--- src/rtl/ld_driver_mc.sv ---
`default_nettype none
// ============================================================================
//  Module   : ld_driver_mc
//  Purpose  : Multi-channel laser-diode current ramp controller. Each channel
//             ramps its setpoint up to I_MAX, holds, and ramps back to zero
//             at an independent rate. SW_ON gates every channel. A latched
//             global fault forces all channels to zero on the next edge.
//  Ports    : CLK     - clock
//             Clrn    - asynchronous active-low reset
//             SW_ON   - master enable shared by all channels
//             LD_ON   - per-channel laser-on request [N_CH]
//             FAULT   - global interlock input, level-sensitive
//             I_out   - channel i setpoint on [i*IW +: IW]
//             ST      - channel i state on [2i +: 2] (IDLE/UP/DN/HOLD)
//             AT_MAX  - channel i is in HOLD
//             ACTIVE  - channel i is not IDLE
//             FLT     - fault latch
//  Revision : 1.0 - initial release
// ============================================================================
module ld_driver_mc #(
  parameter int N_CH   = 2,
  parameter int IW     = 12,
  parameter int I_MAX  = 2000,
  parameter int STEP   = 2,
  parameter int UP_DIV = 1000,
  parameter int DN_DIV = 500
) (
  input  logic                 CLK,
  input  logic                 Clrn,
  input  logic                 SW_ON,
  input  logic [N_CH-1:0]      LD_ON,
  input  logic                 FAULT,
  output logic [N_CH*IW-1:0]   I_out,
  output logic [2*N_CH-1:0]    ST,
  output logic [N_CH-1:0]      AT_MAX,
  output logic [N_CH-1:0]      ACTIVE,
  output logic                 FLT
);

  localparam int MAX_DIV = (UP_DIV > DN_DIV) ? UP_DIV : DN_DIV;
  localparam int CW      = (MAX_DIV > 1) ? $clog2(MAX_DIV) : 1;

  localparam logic [CW-1:0] C_UP_LAST = CW'(UP_DIV - 1);
  localparam logic [CW-1:0] C_DN_LAST = CW'(DN_DIV - 1);
  // One extra bit so that I+STEP cannot wrap before the ceiling compare
  localparam logic [IW:0]   C_STEP    = (IW+1)'(STEP);
  localparam logic [IW:0]   C_IMAX    = (IW+1)'(I_MAX);

  typedef enum logic [1:0] {
    S_IDLE = 2'b00,
    S_UP   = 2'b01,
    S_DN   = 2'b10,
    S_HOLD = 2'b11
  } state_t;

  logic [N_CH-1:0] ld_req_q;
  logic            fault_lat_q;

  // Request sampling and fault latch. The latch re-arms only with the
  // master switch off, so a fault cannot silently clear while lasing.
  always_ff @(posedge CLK or negedge Clrn) begin
    if (!Clrn) begin
      ld_req_q    <= '0;
      fault_lat_q <= 1'b0;
    end else begin
      ld_req_q <= LD_ON;
      if (FAULT)
        fault_lat_q <= 1'b1;
      else if (!SW_ON)
        fault_lat_q <= 1'b0;
    end
  end

  assign FLT = fault_lat_q;

  for (genvar g = 0; g < N_CH; g++) begin : g_ch
    state_t          st_q,  st_d;
    logic [IW-1:0]   i_q,   i_d;
    logic [CW-1:0]   cnt_q, cnt_d;
    logic            w_en;
    logic [IW:0]     w_sum;
    logic [IW-1:0]   w_up_val;
    logic [IW-1:0]   w_dn_val;

    assign w_en     = SW_ON & ld_req_q[g] & ~fault_lat_q;
    assign w_sum    = {1'b0, i_q} + C_STEP;
    assign w_up_val = (w_sum > C_IMAX) ? C_IMAX[IW-1:0] : w_sum[IW-1:0];
    assign w_dn_val = ({1'b0, i_q} > C_STEP) ? (i_q - C_STEP[IW-1:0]) : '0;

    always_comb begin
      st_d  = st_q;
      i_d   = i_q;
      cnt_d = cnt_q;
      if (fault_lat_q) begin
        // Hard zero: bypasses the ramp and overrides every transition
        st_d  = S_IDLE;
        i_d   = '0;
        cnt_d = '0;
      end else begin
        case (st_q)
          S_IDLE: begin
            i_d   = '0;
            cnt_d = '0;
            if (w_en) st_d = S_UP;
          end
          S_UP: begin
            if (!w_en) begin
              st_d  = S_DN;
              cnt_d = '0;
            end else if (cnt_q == C_UP_LAST) begin
              i_d   = w_up_val;
              cnt_d = '0;
              if (w_up_val == C_IMAX[IW-1:0]) st_d = S_HOLD;
            end else begin
              cnt_d = cnt_q + 1'b1;
            end
          end
          S_HOLD: begin
            cnt_d = '0;
            if (!w_en) st_d = S_DN;
          end
          S_DN: begin
            if (w_en) begin
              st_d  = S_UP;
              cnt_d = '0;
            end else if (cnt_q == C_DN_LAST) begin
              i_d   = w_dn_val;
              cnt_d = '0;
              if (w_dn_val == '0) st_d = S_IDLE;
            end else begin
              cnt_d = cnt_q + 1'b1;
            end
          end
        endcase
      end
    end

    always_ff @(posedge CLK or negedge Clrn) begin
      if (!Clrn) begin
        st_q  <= S_IDLE;
        i_q   <= '0;
        cnt_q <= '0;
      end else begin
        st_q  <= st_d;
        i_q   <= i_d;
        cnt_q <= cnt_d;
      end
    end

    assign I_out[g*IW +: IW] = i_q;
    assign ST[2*g +: 2]      = st_q;
    assign AT_MAX[g]         = (st_q == S_HOLD);
    assign ACTIVE[g]         = (st_q != S_IDLE);
  end

endmodule
`default_nettype wire

--- config.mk ---
export PLATFORM = sky130hd
export DESIGN_NAME = ld_driver_mc
export DESIGN_NICKNAME = d
export VERILOG_FILES = /design/src/rtl/ld_driver_mc.sv
export SDC_FILE = /design/constraint.sdc
export NUM_CORES = 1
export LEC_CHECK = 0
export CORE_MARGIN = 1.5
export CORE_UTILIZATION = 39
export DETAILED_ROUTE_END_ITERATION = 6
export PLACE_DENSITY_LB_ADDON = 0.25
export SETUP_SLACK_MARGIN = 0.4
export SYNTH_ARGS = -nofsm -noshare
export SYNTH_HDL_FRONTEND = slang
export SYNTH_SLANG_ARGS = --single-unit
export TNS_END_PERCENT = 100
--- constraint.sdc ---
create_clock -name CLK -period 5.35 [get_ports CLK]
set_clock_uncertainty 0.05 [all_clocks]
set_input_delay 0.8025 -clock CLK [delete_from_list [all_inputs] [get_ports CLK]]
set_output_delay 0.8025 -clock CLK [all_outputs]
set_load 0.005 [all_outputs]
**Run 1: met1 routing**

The bar under the picture is 20 um long. Supply wires on this layer in grey.
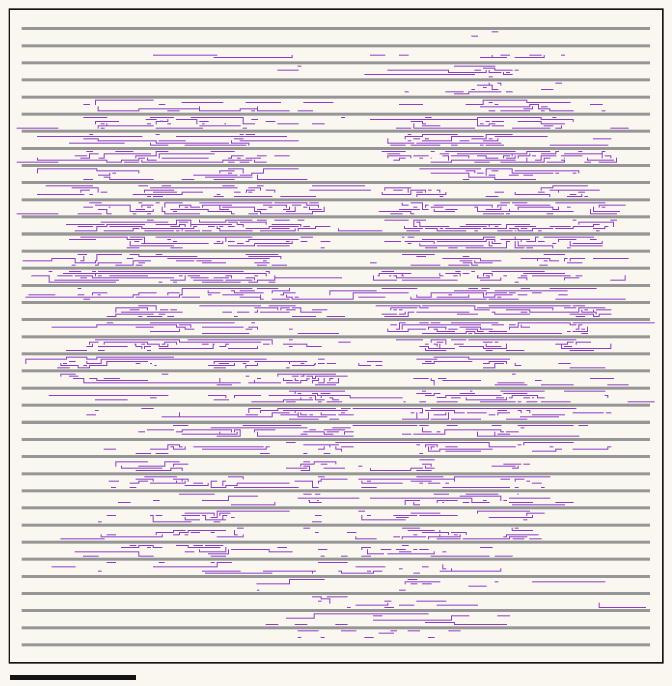
The wires run mostly horizontal. The layer holds 45% of the routed length. 480 nets have wire on it. The layer carries 4560 um of wire.

**Run 1: the metal 2 layer**

Cells faint in the background.
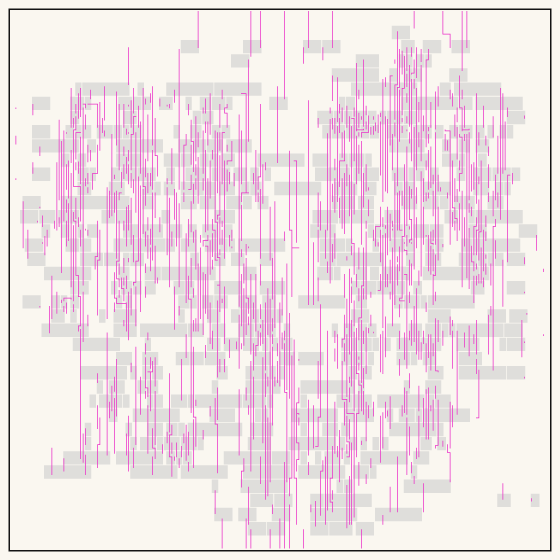
The longest straight run is 39.1 um. The layer holds 50% of the routed length. 436 nets have wire on it. The wires run mostly vertical.

**Run 1: signal wires on met3**

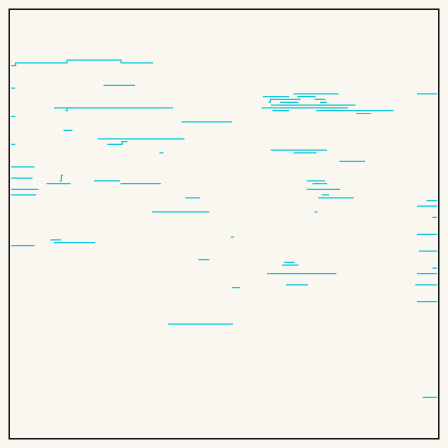
52 nets have wire on it. The layer holds 4.3% of the routed length. The longest straight run is 28.5 um. The layer carries 433 um of wire. The wires run mostly horizontal.
met3 usage: 0.0271
via count: 3695

==> run_results.csv, run 1 <==
group,metric,value,unit
final_timing,timing_worst_slew_pin_value,1.16,ns
pwr,p_total,0.751,mW
floorplanning,core_area,9770,sq um
pwr,pg_comb,0.109,mW
pwr,pg_clk,0.245,mW
finish,utilization,0.458,
setup_path,end_kind,"flop",
clock_network,clkTransAtPathRegs,0.11,ns
finish,fin_nets,535,
finish,n_all_inverters,24,
setup_path,slowest_stage,"dfrtp_1",
finish,area_growth,13.5,%
synth,flop_cell,"dfrtp_1",
setup_path,crit_fanout,13,
setup_path,crit_path_max_incr_delay,0.63,ns
final_timing,rsz0062_at_grt,"no",
final_timing,finalHoldViolCount,0,
clock_network,hold_buffers,0,
synth,ys_sh_simple,0.288,
finish,clk_share,0.0212,
place,dpl_cell_area,4380,sq um
finish,buffers,41,
setup_path,endpoint,"g_ch[0].i_q[2]",
route,drtAntennaViolNets,0,
clock_network,root_buffer,"clkbuf_8",
final_timing,max_freq,324,MHz
job,cap_violations,0,
pwr,vdd_drop_max,0.0000936,V
outcome,run_status,"finished clean",
route,viasPerCell,5.72,
synth,ys_ff,51,
synth,yosysUniqueCellTypes,62,
final_timing,finalMaxSlewViolations,0,
route,dr_wl_met3,432,um
pwr,p_sw_frac,0.275,
synth,syn_area,3950,sq um
final_timing,setup_viol,0,
pwr,p_comb_frac,0.145,
synth,syn_inst,490,
global_routing,grt_antenna_before_repair,0,
finish,buffer_area_frac,0.0889,
clock_network,clk_path_buf_depth,2,
==> inputs of run 2 (changes only) <==
- clock period: 5.35 -> 3.1 ns (I/O delays scaled with it)
**Run 2: met4 routing**

The bar under the picture is 20 um long. Supply wires on this layer in grey.
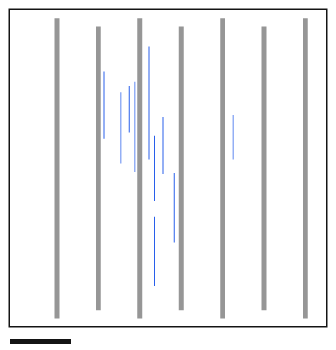
The wires run mostly vertical. 9 nets have wire on it. The layer holds 2.2% of the routed length. The longest straight run is 36.7 um. The layer carries 224 um of wire.
via count: 3778
final WL: 10.4 mm

**Run 2: met1 routing**

The bar under the picture is 20 um long. Supply wires on this layer in grey.
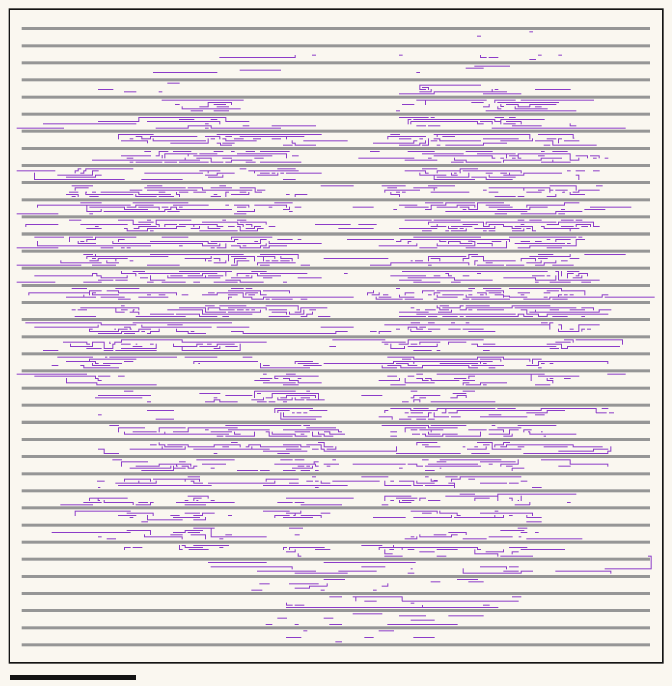
The layer holds 45% of the routed length. The layer carries 4740 um of wire.
GR Util met1: 0.264

**Run 2: the metal 2 layer**

Cells faint in the background.
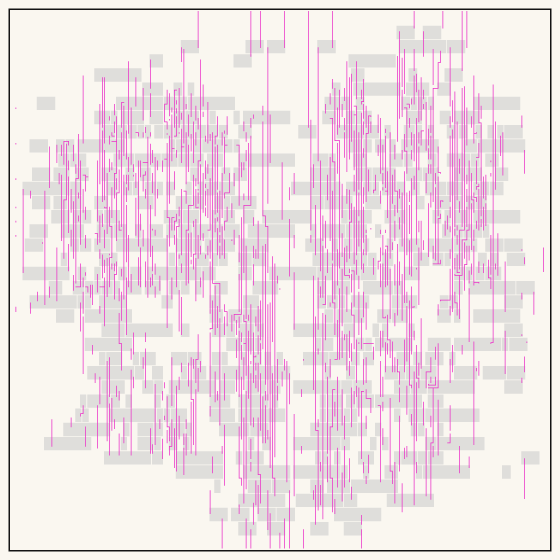
The layer holds 48% of the routed length. 446 nets have wire on it. The longest straight run is 49.5 um. The layer carries 5000 um of wire. The wires run mostly vertical.
met2 Usage GRT: 0.325

==> run 2 against run 1 <==
Net effect: global-route usage is 0.078 points higher; synthesized cell count stayed put; critical path depth is 1 higher; final area is 4.2% higher; combinational power increased by 76%.
==> run_results.csv, run 2 <==
group,metric,value,unit
global_routing,use_met3,0.0239,
place,dpl_cell_area,4460,sq um
finish,n_all_inverters,24,
pwr,pg_comb,0.192,mW
finish,buffer_area_frac,0.113,
pwr,p_sw_frac,0.291,
job,cap_violations,0,
setup_path,crit_fanout,8,
final_timing,setup_viol,0,
pwr,p_comb_frac,0.148,
final_timing,finalHoldViolCount,0,
floorplanning,core_area,9770,sq um
global_routing,grt_antenna_before_repair,0,
route,viasPerCell,5.70,
pwr,p_total,1.30,mW
synth,syn_area,3950,sq um
outcome,run_status,"finished clean",
setup_path,end_kind,"flop",
route,drtAntennaViolNets,0,
finish,utilization,0.477,
final_timing,timing_worst_slew_pin_value,0.707,ns
clock_network,clk_path_buf_depth,2,
final_timing,rsz0062_at_grt,"yes",
setup_path,endpoint,"g_ch[0].st_q[1]",
==> inputs of run 3 (changes only) <==
- clock period: 3.1 -> 2.1 ns (I/O delays scaled with it)
**Run 3: met1 routing**

The bar under the picture is 20 um long. Supply wires on this layer in grey.
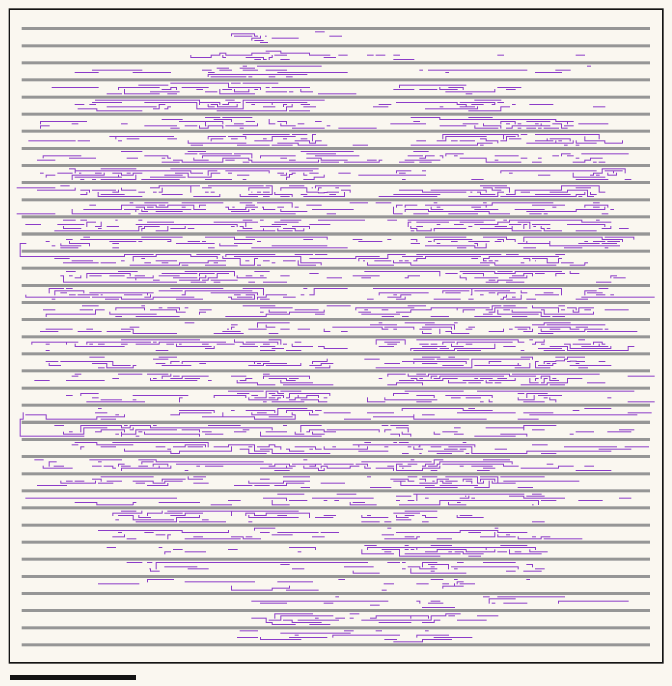
The longest straight run is 33.6 um. The wires run mostly horizontal. The layer carries 5660 um of wire. The layer holds 42% of the routed length. 667 nets have wire on it.
final WL: 13.4 mm
GR Util met1: 0.299
via count: 4519

**Run 3: routing congestion map**

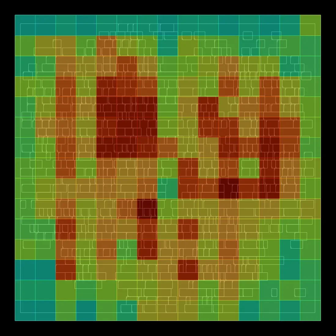
Finished Core Util: 0.666
met2 Usage GRT: 0.429
per-cell routed wire length: 16.3 um
most used routing layer: met2

**Run 3: met4 routing**

The bar under the picture is 20 um long. Supply wires on this layer in grey.
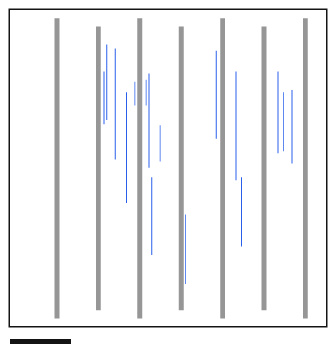
16 nets have wire on it. The wires run mostly vertical. The layer carries 375 um of wire. The layer holds 2.8% of the routed length.

==> run 3 against run 2 <==
Net effect: the run now ends with setup timing left; largest power group unchanged; via count grew 20%; worst hold slack lost 0.020 ns; largest cell class unchanged; critical endpoint is now g_ch[1].i_q[6]; final area grew 40%.
==> run_results.csv, run 3 <==
group,metric,value,unit
outcome,run_status,"finished with violations",
outcome,violations,"setup timing",
synth,flop_cell,"dfrtp_1",
final_timing,setup_viol,28,
pwr,vdd_drop_max,0.000281,V
setup_path,crit_fanout,4,
hold_path,hold_depth,1,
floorplanning,core_area,9770,sq um
finish,n_all_inverters,24,
finish,buffers,220,
synth,syn_area,3950,sq um
route,drtAntennaViolNets,0,
final_timing,finalMaxSlewViolations,0,
final_timing,max_freq,426,MHz
route,viasPerCell,5.47,
final_timing,timing_worst_slew_pin_value,0.574,ns
finish,buffer_area_frac,0.291,
floorplanning,tap_cells,133,
finish,area_growth,65.0,%
pwr,pg_clk,0.709,mW
pwr,pg_comb,0.531,mW
final_timing,finalHoldViolCount,0,
synth,ys_ff,51,
setup_path,r2r_start,"g_ch[1].i_q[7]",
finish,clk_share,0.0171,
synth,syn_inst,490,
final_timing,timing.final.ws_setup,-0.246,ns
global_routing,use_met3,0.0264,
pwr,p_switching,0.614,mW
finish,drive_above_1_share,0.423,
setup_path,endpoint,"g_ch[1].i_q[6]",
place,dpl_cell_area,5520,sq um
setup_path,slowest_stage,"or4_4",
synth,synth_nets,513,
clock_network,clk_path_buf_depth,2,
synth,yosys.area_share.aoi,0.197,
synth,ys_sh_simple,0.288,
clock_network,post_cts.repair.setup_buffers,34,
final_timing,rsz0062_at_grt,"yes",
finish,dominant_cells,"combinational gates",
pwr,p_comb_frac,0.236,
route,dr_wl_met3,491,um
clock_network,hold_buffers,1,
clock_network,clkTransAtPathRegs,0.10,ns
pwr,p_total,2.25,mW
final_timing,timing.final.crit_share,1.12,
Power is estimated from default activity; no workload was simulated.
